File: src/rtl/nv_nvdla_mcif_write_eg_pkg.sv
// Shared MCIF write definitions: client encoding, CQ entry layout and bid thread field.
package nv_nvdla_mcif_write_eg_pkg;
   localparam int MCIF_NUM_CLIENT = 5;
   localparam int CQ_PD_W         = 3;
   localparam int PD_ACK_BIT      = 0;
   localparam int PD_LEN_LSB      = 1;
   localparam int PD_LEN_W        = 2;
   localparam int BID_W           = 8;
   localparam int TID_LSB         = 0;
   localparam int TID_W           = 4;

   typedef enum logic [2:0] {
      CLI_BDMA = 3'd0,
      CLI_SDP  = 3'd1,
      CLI_PDP  = 3'd2,
      CLI_CDP  = 3'd3,
      CLI_RBK  = 3'd4
   } client_e;

   function automatic logic [PD_LEN_W-1:0] pd_len(input logic [CQ_PD_W-1:0] pd);
      return pd[PD_LEN_LSB +: PD_LEN_W];
   endfunction

   function automatic logic pd_ack(input logic [CQ_PD_W-1:0] pd);
      return pd[PD_ACK_BIT];
   endfunction

   function automatic logic [TID_W-1:0] bid_tid(input logic [BID_W-1:0] bid);
      return bid[TID_LSB +: TID_W];
   endfunction
endpackage

File: src/rtl/nv_nvdla_mcif_write_eg_pipe.sv
// One-entry valid/ready capture register for the AXI B channel.
module nv_nvdla_mcif_write_eg_pipe
   import nv_nvdla_mcif_write_eg_pkg::*;
(
   input  logic             clk_i,
   input  logic             rst_n_i,
   input  logic             in_vld_i,
   input  logic [TID_W-1:0] in_tid_i,
   output logic             in_rdy_o,
   input  logic             pop_i,
   output logic             p_vld_o,
   output logic [TID_W-1:0] p_tid_o
);
   logic             p_vld_q, p_vld_d;
   logic [TID_W-1:0] p_tid_q, p_tid_d;

   // Ready depends only on the held entry and its pop, never on the incoming valid.
   assign in_rdy_o = !p_vld_q || pop_i;

   always_comb begin
      p_vld_d = p_vld_q;
      p_tid_d = p_tid_q;
      if (in_rdy_o) begin
         p_vld_d = in_vld_i;
         if (in_vld_i) p_tid_d = in_tid_i;
      end
   end

   always_ff @(posedge clk_i or negedge rst_n_i) begin
      if (!rst_n_i) begin
         p_vld_q <= 1'b0;
         p_tid_q <= '0;
      end else begin
         p_vld_q <= p_vld_d;
         p_tid_q <= p_tid_d;
      end
   end

   assign p_vld_o = p_vld_q;
   assign p_tid_o = p_tid_q;
endmodule

File: src/rtl/nv_nvdla_mcif_write_eg.sv
// MCIF write egress: matches B responses to context-queue entries, returns credits and completions.
module nv_nvdla_mcif_write_eg
   import nv_nvdla_mcif_write_eg_pkg::*;
#(
   parameter int NUM_CLIENT = MCIF_NUM_CLIENT
)(
   input  logic               nvdla_core_clk,
   input  logic               nvdla_core_rstn,
   input  logic               noc2mcif_axi_b_bvalid,
   output logic               mcif2noc_axi_b_bready,
   input  logic [BID_W-1:0]   noc2mcif_axi_b_bid,
   input  logic               cq_rd0_pvld,
   input  logic               cq_rd1_pvld,
   input  logic               cq_rd2_pvld,
   input  logic               cq_rd3_pvld,
   input  logic               cq_rd4_pvld,
   output logic               cq_rd0_prdy,
   output logic               cq_rd1_prdy,
   output logic               cq_rd2_prdy,
   output logic               cq_rd3_prdy,
   output logic               cq_rd4_prdy,
   input  logic [CQ_PD_W-1:0] cq_rd0_pd,
   input  logic [CQ_PD_W-1:0] cq_rd1_pd,
   input  logic [CQ_PD_W-1:0] cq_rd2_pd,
   input  logic [CQ_PD_W-1:0] cq_rd3_pd,
   input  logic [CQ_PD_W-1:0] cq_rd4_pd,
   output logic               mcif2bdma_wr_rsp_complete,
   output logic               mcif2sdp_wr_rsp_complete,
   output logic               mcif2pdp_wr_rsp_complete,
   output logic               mcif2cdp_wr_rsp_complete,
   output logic               mcif2rbk_wr_rsp_complete,
   output logic               eg2ig_axi_vld,
   output logic [PD_LEN_W-1:0] eg2ig_axi_len
);
   logic [NUM_CLIENT-1:0]              cq_pvld, cq_prdy;
   logic [NUM_CLIENT-1:0][CQ_PD_W-1:0] cq_pd;
   logic                               p_vld, p_hit, p_pop, cq_hs, sel_pvld;
   logic [TID_W-1:0]                   p_tid;
   logic [CQ_PD_W-1:0]                 sel_pd;
   logic                               vld_q, vld_d;
   logic [PD_LEN_W-1:0]                len_q, len_d;
   logic [NUM_CLIENT-1:0]              cmpl_q, cmpl_d;
   logic                               unused_bid_hi;

   assign cq_pvld = {cq_rd4_pvld, cq_rd3_pvld, cq_rd2_pvld, cq_rd1_pvld, cq_rd0_pvld};
   assign cq_pd   = {cq_rd4_pd, cq_rd3_pd, cq_rd2_pd, cq_rd1_pd, cq_rd0_pd};
   assign unused_bid_hi = ^noc2mcif_axi_b_bid[BID_W-1:TID_LSB+TID_W];

   nv_nvdla_mcif_write_eg_pipe u_pipe (
      .clk_i    (nvdla_core_clk),
      .rst_n_i  (nvdla_core_rstn),
      .in_vld_i (noc2mcif_axi_b_bvalid),
      .in_tid_i (bid_tid(noc2mcif_axi_b_bid)),
      .in_rdy_o (mcif2noc_axi_b_bready),
      .pop_i    (p_pop),
      .p_vld_o  (p_vld),
      .p_tid_o  (p_tid)
   );

   for (genvar g = 0; g < NUM_CLIENT; g++) begin : g_prdy
      assign cq_prdy[g] = p_vld && (p_tid == TID_W'(g));
   end

   always_comb begin
      sel_pvld = 1'b0;
      sel_pd   = '0;
      for (int i = 0; i < NUM_CLIENT; i++) begin
         if (cq_prdy[i]) begin
            sel_pvld = cq_pvld[i];
            sel_pd   = cq_pd[i];
         end
      end
   end

   // Out-of-range thread ids are popped straight away and produce nothing.
   assign p_hit = p_tid < TID_W'(NUM_CLIENT);
   assign p_pop = p_vld && (!p_hit || sel_pvld);
   assign cq_hs = p_vld && p_hit && sel_pvld;

   always_comb begin
      vld_d  = cq_hs;
      len_d  = cq_hs ? pd_len(sel_pd) : len_q;
      cmpl_d = pd_ack(sel_pd) ? (cq_pvld & cq_prdy) : '0;
   end

   always_ff @(posedge nvdla_core_clk or negedge nvdla_core_rstn) begin
      if (!nvdla_core_rstn) begin
         vld_q  <= 1'b0;
         len_q  <= '0;
         cmpl_q <= '0;
      end else begin
         vld_q  <= vld_d;
         len_q  <= len_d;
         cmpl_q <= cmpl_d;
      end
   end

   assign cq_rd0_prdy = cq_prdy[0];
   assign cq_rd1_prdy = cq_prdy[1];
   assign cq_rd2_prdy = cq_prdy[2];
   assign cq_rd3_prdy = cq_prdy[3];
   assign cq_rd4_prdy = cq_prdy[4];

   assign mcif2bdma_wr_rsp_complete = cmpl_q[CLI_BDMA];
   assign mcif2sdp_wr_rsp_complete  = cmpl_q[CLI_SDP];
   assign mcif2pdp_wr_rsp_complete  = cmpl_q[CLI_PDP];
   assign mcif2cdp_wr_rsp_complete  = cmpl_q[CLI_CDP];
   assign mcif2rbk_wr_rsp_complete  = cmpl_q[CLI_RBK];
   assign eg2ig_axi_vld             = vld_q;
   assign eg2ig_axi_len             = len_q;
endmodule

File: config.mk
export PLATFORM = sky130hd
export DESIGN_NAME = nv_nvdla_mcif_write_eg
export DESIGN_NICKNAME = d
export VERILOG_FILES = /design/src/rtl/nv_nvdla_mcif_write_eg_pkg.sv /design/src/rtl/nv_nvdla_mcif_write_eg_pipe.sv /design/src/rtl/nv_nvdla_mcif_write_eg.sv
export SDC_FILE = /design/constraint.sdc
export NUM_CORES = 1
export LEC_CHECK = 0
export ABC_AREA = 1
export CAP_MARGIN = 20
export CORE_ASPECT_RATIO = 0.9
export CORE_UTILIZATION = 30
export CTS_BUF_LIST = sky130_fd_sc_hd__clkbuf_4 sky130_fd_sc_hd__clkbuf_8
export DETAILED_ROUTE_END_ITERATION = 10
export PLACE_DENSITY = 0.67
export SLEW_MARGIN = 10
export SYNTH_ARGS = -nofsm -noshare
export SYNTH_HDL_FRONTEND = slang
export SYNTH_HIERARCHICAL = 1
export SYNTH_SLANG_ARGS = --single-unit
File: constraint.sdc
create_clock -name nvdla_core_clk -period 4.2 [get_ports nvdla_core_clk]
set_input_delay 0.84 -clock nvdla_core_clk [delete_from_list [all_inputs] [get_ports nvdla_core_clk]]
set_output_delay 0.84 -clock nvdla_core_clk [all_outputs]
set_load 0.02 [all_outputs]
Figure 1. Where the registers sit (run 1).
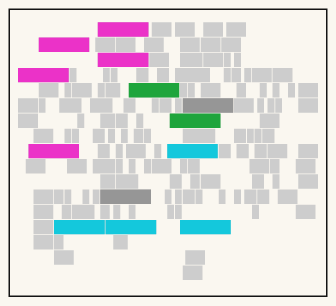
legend:
  magenta:
    signal: cmpl_q
    sequential_cells: 5
    where: top left
  cyan:
    signal: u_pipe/p_tid_o
    sequential_cells: 4
    where: bottom middle
  green:
    signal: eg2ig_axi_len
    sequential_cells: 2

Figure 2. Met1 routing (run 1).
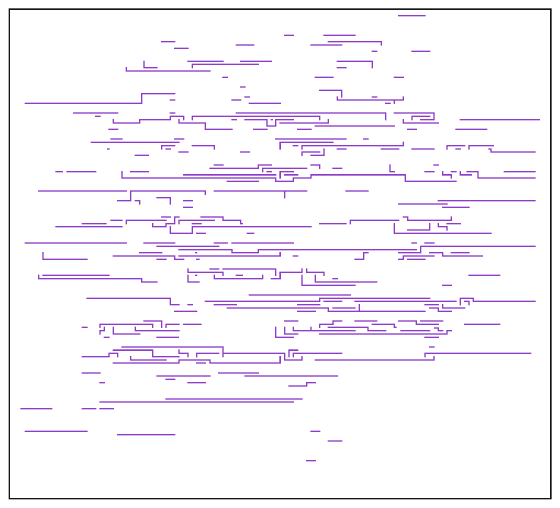
nets with wire on the layer: 148
wire length on this layer: 1030 um
main direction: horizontal
longest straight run: 20.2 um
share of all routed wire: 50%

Figure 3. M2 wires (run 1).
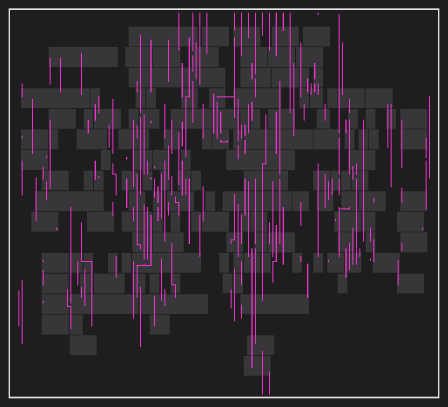
wire length on this layer: 871 um
main direction: vertical
share of all routed wire: 42%
longest straight run: 18.0 um

Figure 4. Cell density map (run 1).
11 x 10 tiles, from white (low) to dark blue (high), 0 to 100% covered.
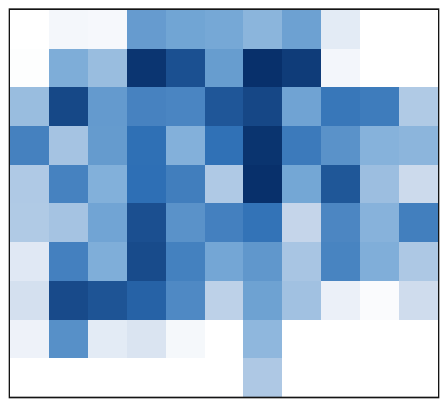
nearly empty tiles: 19%
emptiest ninth of the die: bottom right
tiles over 75% full: 14%
fullest tile: 100%
mean over tiles: 43%

==> results.yml, run 1 <==
# yosys + openroad results
cells_and_area:
  inverters: 15
  seq_area_um2: 325.3
  final_core_util_pct: 50.78
  area_growth_pct: 57.32
  layout-drive-gt1-share_pct: 18.06
  n_fill_cell: 253
  flop-count: 13
  lay_top_count: "clkdlybuf4s50_1"
  dominant_cells: "logic gates"
  signal_buffers: 40
  comb_share_pct: 32.87
yosys:
  synthAoiAreaFrac_pct: 0.6231
  yosysTopAreaCell: "dfrtp_1"
  top_cells_by_count: "nand2_1, dfrtp_1, nand4_1, nor2_1, inv_1"
  syn_nets: 132
  top_cell: "nand2_1"
  postSynthCellCount: 101
sta:
  whs_ps: 546.0
  fin_setup_tns_ps: 0
  slew_violations: 0
  period_used_pct: 81.81
  worst_pin_slew_ps: 594.7
floorplanning:
  n_tap_cell: 28
  initCoreUtil_pct: 32.28
  coreArea_um2: 2489
  rows: 17
worst_setup_path:
  cp-endpoint: "mcif2noc_axi_b_bready"
  cp_max_fo: 7
  reg2reg_depth: 11
  critPathLaunchType: "input pin"
  slowest_stage: "clkdlybuf4s50_1"
  r2r_slack_ps: 2300
  cp.required_ps: 3360
  crit_path_start: "cq_rd0_pvld"
  end_kind: "output pin"
run_status:
  outcome: "finished clean"
routing:
  topRoutingLayerUsed: "met4"
  vias_per_cell: 4.709
  met2_length_um: 870
power:
  power_combinational_uw: 393
  cellLeakagePower_uw: 0.0006043
  seq-power_uw: 222
  power.share.clock_pct: 12.3
  sequentialPowerShare_pct: 31.6
global_route:
  grt_max_degree: 14
  grt_pass1_wl_mm: 3.560
place:
  dpl_worst_slack_ps: 778.8
  placed_cell_area_um2: 1234
clocking:
  cts_hold_buf: 0
  post_cts_buffers: 0
worst_hold_path:
  min_path_cells: 2
--- run 2 (diff from run 1) ---
- clock period: 4.2 -> 3.2 ns (I/O delays scaled with it)
Figure 5. Where the registers sit (run 2).
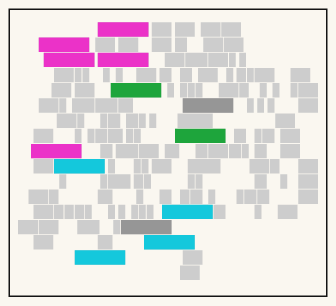
legend:
  cyan:
    signal: u_pipe/p_tid_o
    sequential_cells: 4
  magenta:
    signal: cmpl_q
    sequential_cells: 5
    where: top left
  green:
    signal: eg2ig_axi_len
    sequential_cells: 2
not coloured: 2

Figure 6. Placed standard cells (run 2).
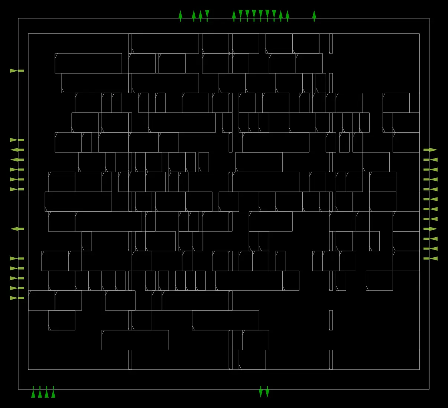
n_taps: 28
Final Util: 51.08%

==> run 2 against run 1 <==
Against the previous run: global-route usage is 0.46 points lower; clock skew is 6.3 ps lower; flip-flop count stayed put; first-iteration DRC count stayed put; count of clock-buffer cells in the layout stayed put; non-clock buffer count is 1 higher; die area stayed put; register-to-register slack worse by 860 ps; combinational power is 38% higher.
==> results.yml, run 2 <==
# yosys + openroad results
sta:
  fin_setup_tns_ps: 0
  slew_violations: 0
  whs_ps: 536.7
  max_slew_margin_pct: 59.96
  period_used_pct: 93.94
  worst_pin_slew_ps: 598.8
cells_and_area:
  flop-count: 13
  diodes: 0
  sh_seq_area_pct: 25.59
  inverters: 15
  n_fill_cell: 249
  largest_register_ffs: 5
  seq_area_um2: 325.3
  nNetsFinal: 177
  area_growth_pct: 58.26
  dominant_cells: "logic gates"
  comb_share_pct: 32.68
  signal_buffers: 41
  layout-drive-gt1-share_pct: 18.62
power:
  power.share.clock_pct: 11.7
  power_combinational_uw: 542
  vdd_drop_max_uv: 442.2
  seq-power_uw: 279
  pwr-share-comb_pct: 58.3
  sequentialPowerShare_pct: 30.0
  cellLeakagePower_uw: 0.0006090
yosys:
  top_cells_by_area: "dfrtp_1, nand2_1, nand4_1"
  synthArstFlopShare_pct: 100.0
  top_cells_by_count: "nand2_1, dfrtp_1, nand4_1, nor2_1, inv_1"
  ys_top_logic_family: "simple AND/OR/NAND/NOR gates"
  top_cell: "nand2_1"
  yosysTopAreaCell: "dfrtp_1"
  postSynthCellCount: 101
  syn_nets: 132
  synth_chip_area_um2: 803.3
  synthAoiAreaFrac_pct: 0.6231
worst_hold_path:
  min_path_cells: 2
place:
  dpl_worst_slack_ps: 207.6
  portBuffers: 40
  placed_cell_area_um2: 1241
  dp_hpwl_mm: 1.650
global_route:
  grt_pass1_vias: 751
  grt_pass1_wl_mm: 3.429
  grt_max_degree: 14
  grt.total_usage_pct: 15.51
routing:
  met2_length_um: 898
  drt-total-wl_mm: 2.114
  topRoutingLayerUsed: "met4"
  vias_per_cell: 4.653
worst_setup_path:
  cpPeakStageDelay_ps: 610
  cp.required_ps: 2560
  cp-endpoint: "mcif2noc_axi_b_bready"
  worstPathCellList: "clkdlybuf4s50_1, nand4_1, nand2_1, nor2_4, nand4_1, nand2_1, inv_1, inv_1, nand2_4, clkdlybuf4s50_1"
  cp_max_fo: 7
  cp_top_family: "buffers and inverters"
  end_kind: "output pin"
  slowest_stage: "clkdlybuf4s50_1"
  crit_path_start: "cq_rd1_pvld"
  reg2reg_depth: 12
run_status:
  outcome: "finished clean"
floorplanning:
  boundaryPins: 45
  initCoreUtil_pct: 32.28
  coreArea_um2: 2489
  rows: 17
clocking:
  post_cts_buffers: 0
  clock-sinks: 13
  cts_hold_buf: 0
  cts.clk_slew.worst_paths_ps: 70
run:
  drv_cap: 0
Power figures rest on the tool's default switching activity, not on a simulated workload.
